### Met1 routing

Scale bar: 20 um. Supply wires on this layer in gray.
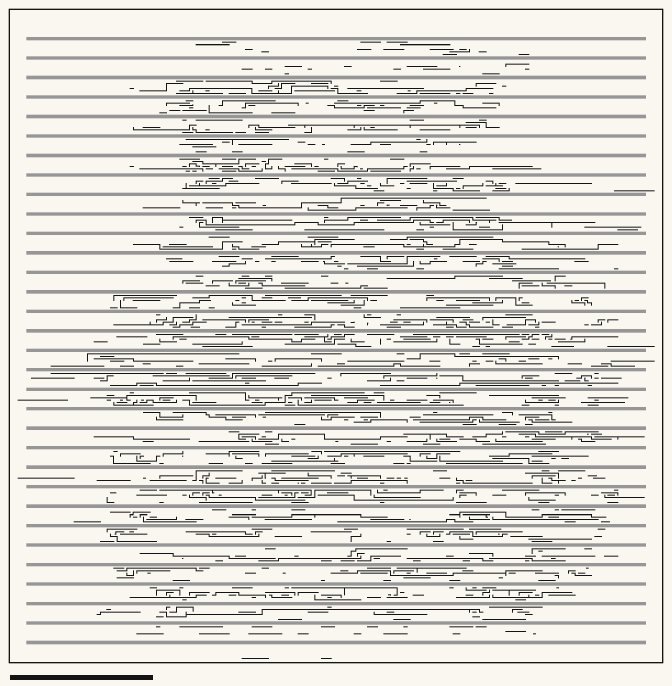
### The metal 2 layer

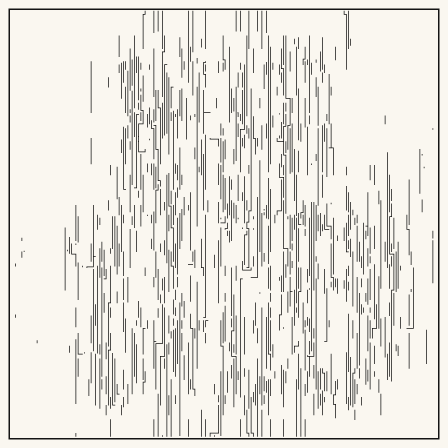
### The metal 3 layer

Scale bar: 20 um.
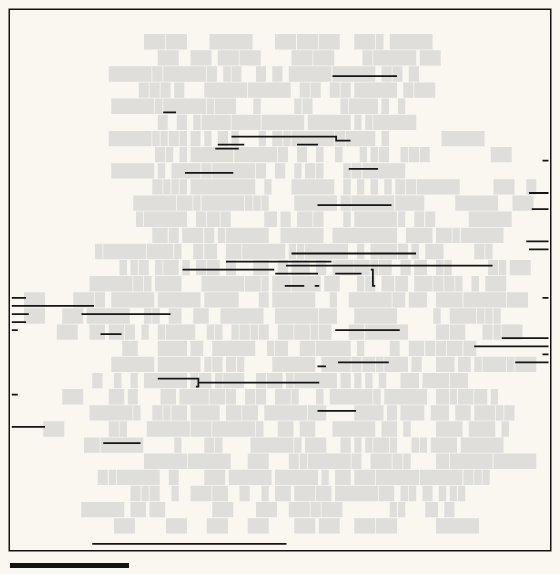
### Logic cells by family

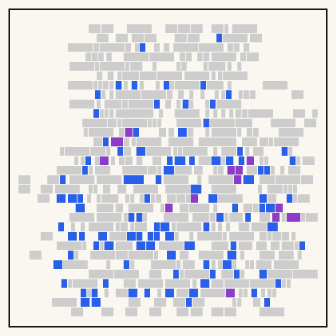
==> config.mk <==
export PLATFORM = sky130hd
export DESIGN_NAME = seq_divider
export DESIGN_NICKNAME = d
export VERILOG_FILES = /design/src/rtl/seq_divider.sv
export SDC_FILE = /design/constraint.sdc
export NUM_CORES = 1
export LEC_CHECK = 0
export CAP_MARGIN = 0
export CORE_MARGIN = 2
export CORE_UTILIZATION = 45
export CTS_CLUSTER_SIZE = 24
export DETAILED_ROUTE_END_ITERATION = 16
export GPL_ROUTABILITY_DRIVEN = 0
export PLACE_DENSITY = 0.78
export RECOVER_POWER = 25
export SLEW_MARGIN = 0
export SYNTH_ARGS = -nofsm -noshare
export SYNTH_HDL_FRONTEND = slang
export SYNTH_SLANG_ARGS = --single-unit
==> constraint.sdc <==
create_clock -name clk -period 2.9 [get_ports clk]
set_input_delay 0.435 -clock clk [delete_from_list [all_inputs] [get_ports clk]]
set_output_delay 0.435 -clock clk [all_outputs]
set_load 0.005 [all_outputs]
==> metrics.cfg <==
[floorplan]
rows=31
die_h_um=91.0
initial_core_util_pct=46.7
io-pin-count=54
die_width_um=91.0

[pwr]
seqPwrFrac_pct=44.1
clkPwrFrac_pct=35.5
p_switching_mw=0.723
power_density_nw_per_um2=627
p_int_mw=1.95
p_comb_share_pct=20.4
ir_drop_uv=232
leakage_nw=1.64

[global_route]
grt_overflow=0
grt_pass1_wl_um=13400
grt_max_degree=37
antenna_found_initial=0
grt_usage_pct=19.7
grt_pass1_vias=2884

[route]
drtIter0Drc=244
firstDrtPassIters=5
post_drt_wl_per_cell_um=14.0
drtAntennaViolNets=0
drc=0

[cts]
cts_tree=yes
cts.clk_slew.worst_paths_ns=0.08
numCtsBuffers=9
numClockSinks=79
cts_setup_buffers=0
root_buffer=clkbuf_8
insertion_delay_ns=0.34
cts_max_level=3
hold_buffers=0
cts_resized=0

[critical_path]
cp.arrival_ns=1.94
cp.required_ns=2.47
startpoint_type=flip-flop
crit_slowest_cell=clkdlybuf4s50_1
path_max_fanout=20
crit_path_cell_trace=nand2b_1, inv_2, clkdlybuf4s50_1
slowest_delay_ns=0.58
criticalPathCategory=reg2out

[synth]
syn_nets=461
ys_seq_elements=79
area_leaders=dfxtp_1, nand2_1, a21oi_1
aoi_share_pct=19.1
flop_cell=dfxtp_1
yosysUniqueCellTypes=42
yosysTopAreaCellShare_pct=46.4
adder_share_pct=4.26
postSynthSeqShare_pct=46.4
edf_count=0
yosysWarningCount=0
yosys-mux-area-fraction_pct=0.661
synth.avg_cell_area_um2=8.06
ys_sh_simple_pct=23.9
synthXorXnorAreaFrac_pct=1.28
common_cells=dfxtp_1, nand2_1, a21oi_1
synthesis.area_um2=3410
netlist_logic_family_top=simple AND/OR/NAND/NOR gates
async_flop_share_pct=0
yosysCellCount=423
synth_cells=423

[placement]
hpwl_um=5630
placedCellCount=559

[sta]
worstMarginPinSlew_ns=0.719
rsz0062_at_grt=no
fin_setup_tns_ns=0
slew_viol_final=0
setup_viol=0
skew_ns=0.00639
min_period_ns=2.38
clock.fmax_mhz=420
min_period_over_period_pct=82.0
hold_viol_final=0

[cells_and_area]
final_util_pct=58.5
drive_above_1_share_pct=7.56
antennaDiodeCount=0
regArea_um2=1580
area_growth_pct=25.2
nFillCells=661
nets=509

[flow_run]
maxCapViolations=0
warning_count=27

[outcome]
status=finished, final reports clean

[worst_hold_path]
hold_depth=2

-- 'Met1 routing' (at the start) --
wire length on this layer: 3790 um
main direction: horizontal
longest straight run: 30.4 um
nets with wire on the layer: 472
via count: 3052
grt met1 use: 26.5%

-- 'The metal 2 layer' (at the start) --
main direction: vertical
longest straight run: 31.6 um
nets with wire on the layer: 414
wire length on this layer: 3830 um
final wirelength: 8060 um
met2 Track Usage GR: 32.0%

-- 'The metal 3 layer' (at the start) --
main direction: horizontal
share of all routed wire: 4.4%
M3 GR Usage: 4.23%

-- 'Logic cells by family' (at the start) --
legend:
  and/or cells:
    color: purple
    cells: 13
  aoi and oai cells:
    color: blue
    cells: 98
Top cell excl fill/tap: dfxtp_1
Cell Count, Final, Fillers Out: 575
Comb/total area: 39.3%

## worst max-delay path: cells and delay by family (launching register included)
family                 cells  cell delay [ns]
DFF                        1             0.40
buffers and inverters      2             0.94
and+or+nand+nor            1             0.27
## routing by layer
metal | GRT usage (%) | part of all wire [%] | up-vias
li1 | - | - | 1558
met1 | 26.5 | 47 | 1417
met2 | 32.0 | 48 | 69
met3 | 4.23 | 4.3 | 8
met4 | 5.93 | 1.1 | 0
met5 | 0 | 0 | -
## layout by cell type (no fill, tap or decap), types with 2 or more instances in the layout
cell	count
dfxtp_1	79
nand2_1	75
a21oi_1	55
nor2_1	43
clkdlybuf4s50_1	37
nor3_1	35
a22oi_1	17
dlygate4sd3_1	15
clkbuf_8	13
inv_1	11
ha_1	10
buf_4	8
nor2b_1	5
nand3_1	5
or2_2	5
a211oi_1	5
nand2b_1	4
a31oi_1	4
xnor2_1	4
o21ai_0	4
clkbuf_1	4
a21o_1	3
o211ai_1	3
o21a_1	3
a311oi_1	3
o21ai_1	2
or4_1	2
mux2_2	2
or3_1	2
bufinv_16	2
## cells by family (layout without fill, tap and decap cells)
logic type               after synthesis  count (layout)
XOR/XNOR                               5               5
flip-flops                            79              79
multiplexers                           2               2
adder cells (fa/ha/maj)               11              11
buffers and inverters                 39              92
AND-OR/OR-AND                        105             105
AND/OR/NAND/NOR                      182             182
## stage by stage
stage          worst slack (ns)  total power [mW]  hold slack, ns  area [um^2]
2_1_floorplan             0.860              1.58           0.434         3410
3_3_place_gp              0.534              1.74           0.443         4040
3_5_place_dp              0.500              1.75           0.451         4040
4_1_cts                   0.497              2.70           0.461         4280
5_1_grt                   0.394              2.81           0.480         4270
6_report                  0.521              2.68           0.457         4270
## power by group through the flow
stage	Sequential, mW	Clock [mW]	Combinational (mW)
finish	1.18	0.951	0.546
global route	1.19	1.02	0.607
CTS	1.18	0.966	0.550
detailed placement	1.21	0	0.544
global placement	1.20	0	0.535
floorplan	1.20	0	0.383
## cell type report
cell class / count / area share, %
multi-input combinational: 305 / 39.3
sequential: 79 / 37.1
timing repair buffer: 64 / 14.0
clock buffer: 14 / 4.28
tap: 99 / 2.90
clock inverter: 2 / 1.41
inverter: 12 / 1.06
Power and IR drop assume default switching activity.
